File: config.mk
export PLATFORM = sky130hd
export DESIGN_NAME = nonogram_engine
export DESIGN_NICKNAME = d
export VERILOG_FILES = /design/src/rtl/nonogram_pkg.sv /design/src/rtl/nonogram_level_rom.sv /design/src/rtl/nonogram_engine.sv
export SDC_FILE = /design/constraint.sdc
export NUM_CORES = 1
export LEC_CHECK = 0
export ABC_AREA = 1
export CAP_MARGIN = 20
export CORE_MARGIN = 3
export CORE_UTILIZATION = 50
export CTS_BUF_LIST = sky130_fd_sc_hd__clkbuf_16
export DETAILED_ROUTE_END_ITERATION = 7
export PLACE_DENSITY = 0.73
export SYNTH_ARGS = -nofsm -noshare
export SYNTH_HDL_FRONTEND = slang
export SYNTH_SLANG_ARGS = --single-unit
File: constraint.sdc
create_clock -name clk -period 3.4 [get_ports clk]
set_input_delay 0.68 -clock clk [delete_from_list [all_inputs] [get_ports clk]]
set_output_delay 0.68 -clock clk [all_outputs]
set_load 0.02 [all_outputs]
File: src/rtl/nonogram_pkg.sv
// Shared types and helpers for the nonogram play engine.
// Build option: NONOGRAM_AUTOBLOCK_EN (wrong paints also mark the cell blocked).
package nonogram_pkg;

   localparam int N_DEFAULT         = 10;
   localparam int LEVELS_DEFAULT    = 3;
   localparam int MAX_WRONG_DEFAULT = 3;

   typedef enum logic [2:0] {
      ST_IDLE  = 3'd0,
      ST_LOAD  = 3'd1,
      ST_PLAY  = 3'd2,
      ST_CLEAR = 3'd3,
      ST_OVER  = 3'd4
   } state_t;

   // Key actions in decreasing priority; only one is taken per cycle.
   typedef enum logic [2:0] {
      ACT_NONE  = 3'd0,
      ACT_START = 3'd1,
      ACT_UP    = 3'd2,
      ACT_DOWN  = 3'd3,
      ACT_LEFT  = 3'd4,
      ACT_RIGHT = 3'd5,
      ACT_PAINT = 3'd6,
      ACT_BLOCK = 3'd7
   } action_t;

   function automatic int cell_index(input int y, input int x, input int n);
      return y * n + x;
   endfunction

endpackage

File: src/rtl/nonogram_level_rom.sv
// Combinational puzzle ROM: returns one N-bit solution row of the chosen level.
// Stored rows are 10 cells wide; other board sizes zero-pad or truncate them.
module nonogram_level_rom
   import nonogram_pkg::*;
#(
   parameter int N  = N_DEFAULT,
   parameter int LW = 2,
   parameter int CW = $clog2(N)
)(
   input  logic [LW-1:0] level,
   input  logic [CW-1:0] row,
   output logic [N-1:0]  row_bits
);

   localparam int SW = 10;

   // Bit x of each row word is the solution for column x.
   localparam logic [SW-1:0] ROM_BITS [3][SW] = '{
      '{10'h030, 10'h078, 10'h0FC, 10'h1FE, 10'h3FF, 10'h3FF, 10'h1FE, 10'h0FC, 10'h078, 10'h030},
      '{10'h201, 10'h102, 10'h084, 10'h048, 10'h030, 10'h030, 10'h048, 10'h084, 10'h102, 10'h201},
      '{10'h3FF, 10'h201, 10'h201, 10'h201, 10'h201, 10'h201, 10'h201, 10'h201, 10'h201, 10'h3FF}
   };

   logic [SW-1:0] word_s;

   // Row lookup; levels beyond the stored three get a diagonal pattern.
   always_comb begin
      word_s = 10'h000;
      for (int r = 0; r < SW; r++) begin
         for (int l = 0; l < 3; l++) begin
            word_s = (int'(row) == r && int'(level) == l) ? ROM_BITS[l][r] : word_s;
         end
      end
      word_s = (int'(level) >= 3 && int'(row) < SW) ? (10'h001 << row) : word_s;
   end

   generate
      if (N > SW) begin : g_pad
         assign row_bits = {{(N-SW){1'b0}}, word_s};
      end else begin : g_trunc
         assign row_bits = word_s[N-1:0];
      end
   endgenerate

endmodule

File: src/rtl/nonogram_engine.sv
// Nonogram play engine: level load sequencer, cursor, paint/block board and win/lose detection.
// Build option: NONOGRAM_AUTOBLOCK_EN (a wrong paint also sets the cell's block bit).
module nonogram_engine
   import nonogram_pkg::*;
#(
   parameter  int N         = N_DEFAULT,
   parameter  int LEVELS    = LEVELS_DEFAULT,
   parameter  int MAX_WRONG = MAX_WRONG_DEFAULT,
   localparam int CW        = $clog2(N),
   localparam int LW        = (LEVELS > 1) ? $clog2(LEVELS) : 1
)(
   input  logic            clk,
   input  logic            rst,
   input  logic            start,
   input  logic [LW-1:0]   level_sel,
   input  logic            key_up,
   input  logic            key_down,
   input  logic            key_left,
   input  logic            key_right,
   input  logic            key_paint,
   input  logic            key_block,
   output logic [CW-1:0]   cur_x,
   output logic [CW-1:0]   cur_y,
   output logic [N*N-1:0]  paint,
   output logic [N*N-1:0]  block,
   output logic [LW-1:0]   cur_level,
   output logic [LW-1:0]   next_level,
   output logic [3:0]      wrong_count,
   output logic            busy,
   output logic            level_clear,
   output logic            game_over
);

   localparam int NN = N * N;
   localparam int IW = $clog2(NN);

   state_t          state_r, state_s;
   action_t         act_s;
   logic [CW-1:0]   row_r, row_s, x_s, y_s;
   logic [NN-1:0]   sol_r, sol_s, paint_s, block_s;
   logic [LW-1:0]   level_s, load_level_s, sel_s;
   logic [3:0]      wrong_s;
   logic            load_s;
   logic [IW-1:0]   idx_s;
   logic [N-1:0]    rom_row_s;

   nonogram_level_rom #(.N(N), .LW(LW), .CW(CW)) u_rom (
      .level    (cur_level),
      .row      (row_r),
      .row_bits (rom_row_s)
   );

   assign idx_s = IW'(cell_index(int'(cur_y), int'(cur_x), N));
   assign sel_s = (int'(level_sel) >= LEVELS) ? LW'(0) : level_sel;

   // Key priority encoder.
   always_comb begin
      if (start)          act_s = ACT_START;
      else if (key_up)    act_s = ACT_UP;
      else if (key_down)  act_s = ACT_DOWN;
      else if (key_left)  act_s = ACT_LEFT;
      else if (key_right) act_s = ACT_RIGHT;
      else if (key_paint) act_s = ACT_PAINT;
      else if (key_block) act_s = ACT_BLOCK;
      else                act_s = ACT_NONE;
   end

   // Next-state and board update logic.
   always_comb begin
      state_s      = state_r;
      row_s        = row_r;
      x_s          = cur_x;
      y_s          = cur_y;
      sol_s        = sol_r;
      paint_s      = paint;
      block_s      = block;
      wrong_s      = wrong_count;
      level_s      = cur_level;
      load_s       = 1'b0;
      load_level_s = cur_level;
      case (state_r)
         ST_IDLE: begin
            load_s       = (act_s == ACT_START);
            load_level_s = sel_s;
         end
         ST_LOAD: begin
            for (int r = 0; r < N; r++) begin
               sol_s[r*N +: N] = (int'(row_r) == r) ? rom_row_s : sol_r[r*N +: N];
            end
            if (row_r == CW'(N-1)) begin
               state_s = ST_PLAY;
               row_s   = CW'(0);
            end else begin
               row_s   = row_r + CW'(1);
            end
         end
         ST_PLAY: begin
            case (act_s)
               ACT_START: load_s = 1'b1;
               ACT_UP:    y_s = (cur_y == CW'(0))   ? CW'(N-1) : cur_y - CW'(1);
               ACT_DOWN:  y_s = (cur_y == CW'(N-1)) ? CW'(0)   : cur_y + CW'(1);
               ACT_LEFT:  x_s = (cur_x == CW'(0))   ? CW'(N-1) : cur_x - CW'(1);
               ACT_RIGHT: x_s = (cur_x == CW'(N-1)) ? CW'(0)   : cur_x + CW'(1);
               ACT_PAINT: begin
                  if (paint[idx_s] | block[idx_s]) begin
                     paint_s = paint;
                  end else if (sol_r[idx_s]) begin
                     paint_s[idx_s] = 1'b1;
                  end else begin
                     wrong_s = (wrong_count < 4'(MAX_WRONG)) ? wrong_count + 4'd1 : wrong_count;
`ifdef NONOGRAM_AUTOBLOCK_EN
                     block_s[idx_s] = 1'b1;
`else
                     block_s = block;
`endif
                  end
               end
               ACT_BLOCK: begin
                  if (!paint[idx_s]) block_s[idx_s] = ~block[idx_s];
                  else               block_s = block;
               end
               default: load_s = 1'b0;
            endcase
            // Completion looks at the registered board, so it lags the last paint by one cycle.
            if (wrong_s == 4'(MAX_WRONG)) state_s = ST_OVER;
            else if (paint == sol_r)      state_s = ST_CLEAR;
            else                          state_s = ST_PLAY;
         end
         ST_CLEAR: begin
            load_s       = (act_s == ACT_START);
            load_level_s = next_level;
         end
         ST_OVER: begin
            load_s       = (act_s == ACT_START);
            load_level_s = cur_level;
         end
         default: state_s = ST_IDLE;
      endcase
      if (load_s) begin
         state_s = ST_LOAD;
         level_s = load_level_s;
         row_s   = CW'(0);
         x_s     = CW'(0);
         y_s     = CW'(0);
         paint_s = '0;
         block_s = '0;
         wrong_s = 4'd0;
      end else begin
         level_s = cur_level;
      end
   end

   // State and output registers.
   always_ff @(posedge clk) begin
      if (!rst) begin
         state_r     <= ST_IDLE;
         row_r       <= CW'(0);
         sol_r       <= '0;
         cur_x       <= CW'(0);
         cur_y       <= CW'(0);
         paint       <= '0;
         block       <= '0;
         cur_level   <= LW'(0);
         next_level  <= LW'(1 % LEVELS);
         wrong_count <= 4'd0;
         busy        <= 1'b0;
         level_clear <= 1'b0;
         game_over   <= 1'b0;
      end else begin
         state_r     <= state_s;
         row_r       <= row_s;
         sol_r       <= sol_s;
         cur_x       <= x_s;
         cur_y       <= y_s;
         paint       <= paint_s;
         block       <= block_s;
         cur_level   <= level_s;
         next_level  <= (level_s == LW'(LEVELS-1)) ? LW'(0) : level_s + LW'(1);
         wrong_count <= wrong_s;
         busy        <= (state_s == ST_LOAD);
         level_clear <= (state_s == ST_CLEAR);
         game_over   <= (state_s == ST_OVER);
      end
   end

endmodule

==> results_slide.txt <==
Implementation Results

Outcome
  • Status: completed

Critical path
  • Crit-path cells: ha_1 -> ha_1 -> fa_1 -> inv_1 -> xor2_1 -> buf_4 -> nor2_2 -> buf_4 -> o211ai_1 -> nand2_1 -> inv_2 -> nand2_1 -> nand3_1 -> nor3_4 -> buf_4 -> clkbuf_16 -> nand2_1 -> a21oi_1
  • Crit path depth: 18
  • Setup crit end kind: flip-flop
  • Worst Reg-to-Reg Cells: 18
  • CP max-delay cell: fa_1
  • Max stage delay on crit path: 0.50 ns
  • Critical path's top delay family: adder cells
  • Worst setup path endpoint: paint[35]
  • Setup CP Type: reg -> reg

Routing
  • Wire per inst: 19.3 um
  • Vias after detailed routing: 19955
  • Total wire length: 69.2 mm
  • Met2 WL: 30.7 mm
  • Post-DRT Antenna Nets: 0
  • Drc violations: 0

Finish
  • Seq/total area: 0.286
  • Nets: 3126
  • Clk_buf instances: 39
  • Share of layout cells above drive strength 1: 0.0767
  • Post-route design area: 22800 um^2
  • Area-dominant class: combinational gates
  • Diodes inserted: 0

Synth
  • Async set or reset register ratio after synthesis: 0
  • Commonest flop: dfxtp_1
  • Mean Syn Cell Area: 6.35 um^2
  • And+or+nand+nor area frac: 0.290
  • Cell variety after synth: 42
  • Area share, top type: 0.360

Placed design
  • Dpl ws: 0.0675 ns
  • Port buffer count: 229

Global routing
  • GRT Overall Usage: 0.345
  • First-pass GRT wire length: 106 mm
  • Grt total ovfl: 0

Die
  • FP Util: 0.508
  • Die height: 196 um

CTS
  • CTS tree: done
  • Insertion Delay late pin: 0.54 ns
  • Max H-tree Level: 2
  • CTS Buffer Depth: 3

Final timing
  • RSZ-0062 raised after global routing: true
  • Hold_ws: 0.470 ns
[where the power goes]
group          internal, mW  switching (mW)
Clock                  2.37            1.69
Combinational         0.117           0.284
Sequential             3.84          0.0260
[tightest hold or removal path: stages, from the launching register on]
cell,delay [ns]
dfxtp_1,0.31
inv_1,0.06
a21oi_1,0.06
[repair_timing]
action | 4_1_cts | 5_1_grt
hold buffers | 0 | 0
resized | 0 | 37
setup endpoints to repair | 0 | 185
setup buffers | 0 | 1
[sequential cells by signal (all words and copies together) (netlist names)]
| register | flops |
|---|---|
| block | 100 |
| busy | 1 |
| cur_level | 2 |
| cur_x | 4 |
| cur_y | 4 |
| game_over | 1 |
| level_clear | 1 |
| next_level | 2 |
| paint | 100 |
| row_r | 4 |
| sol_r | 100 |
| state_r | 3 |
| wrong_count | 4 |
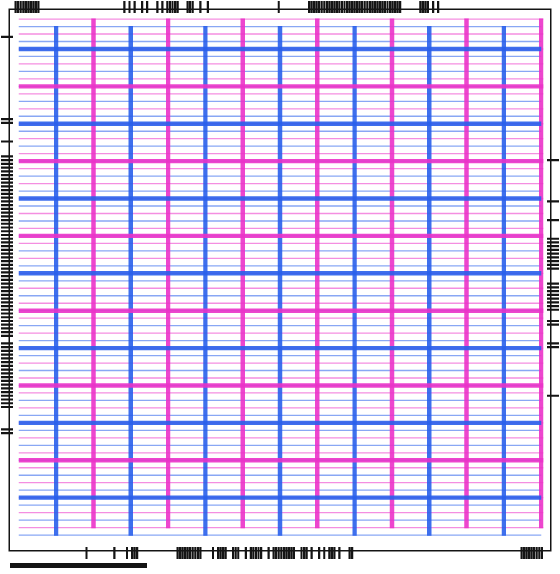
*Floorplan with the power grid*
Bar = 50 um. Pins as bars on the die edge.
| net | colour |
|---|---|
| VDD | magenta |
| VSS | blue |
signal pins: 230
rows: 69
met1 rails: 70

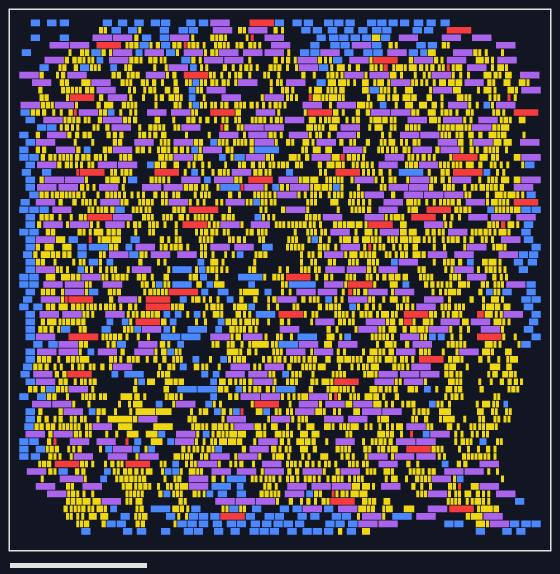
*Cell classes on the final placement*
Bar = 50 um.
| class | colour | cells |
|---|---|---|
| clock drivers and dummy loads | red | 68 |
| combinational and other logic | yellow | 2377 |
| remaining buffers and delay cells | blue | 359 |
| sequential cells | purple | 326 |

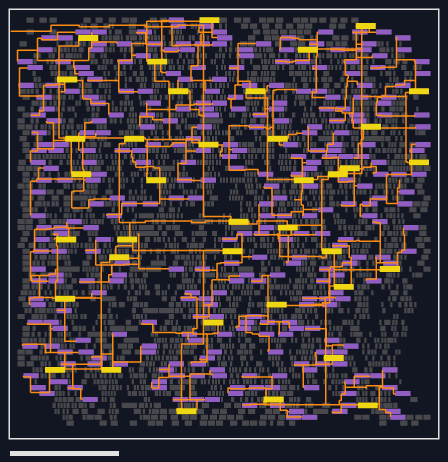
*Routed clock nets over the placement*
Bar = 50 um.
[flip-flops] purple | count: 326
[clock drivers] yellow | count: 38
[clock wires] orange | length: 4500 um
flops lie: all over the die

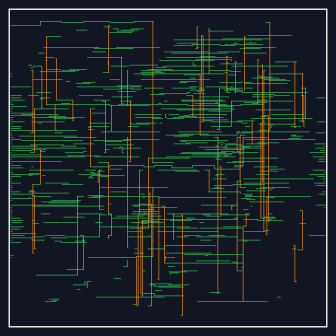
*Signal wires by layer*
Only two layers are drawn.
| layer | colour | wire length |
|---|---|---|
| metal 3 | green | 6730 um |
| metal 4 | orange | 2530 um |

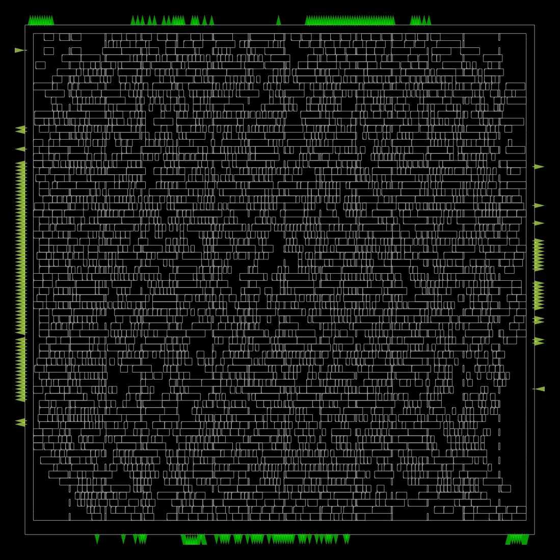
*Cell outlines without signal wires*
# rows: 69
Core Util, Final: 0.640

No activity file was given, so power comes from the tool's default toggle rates.
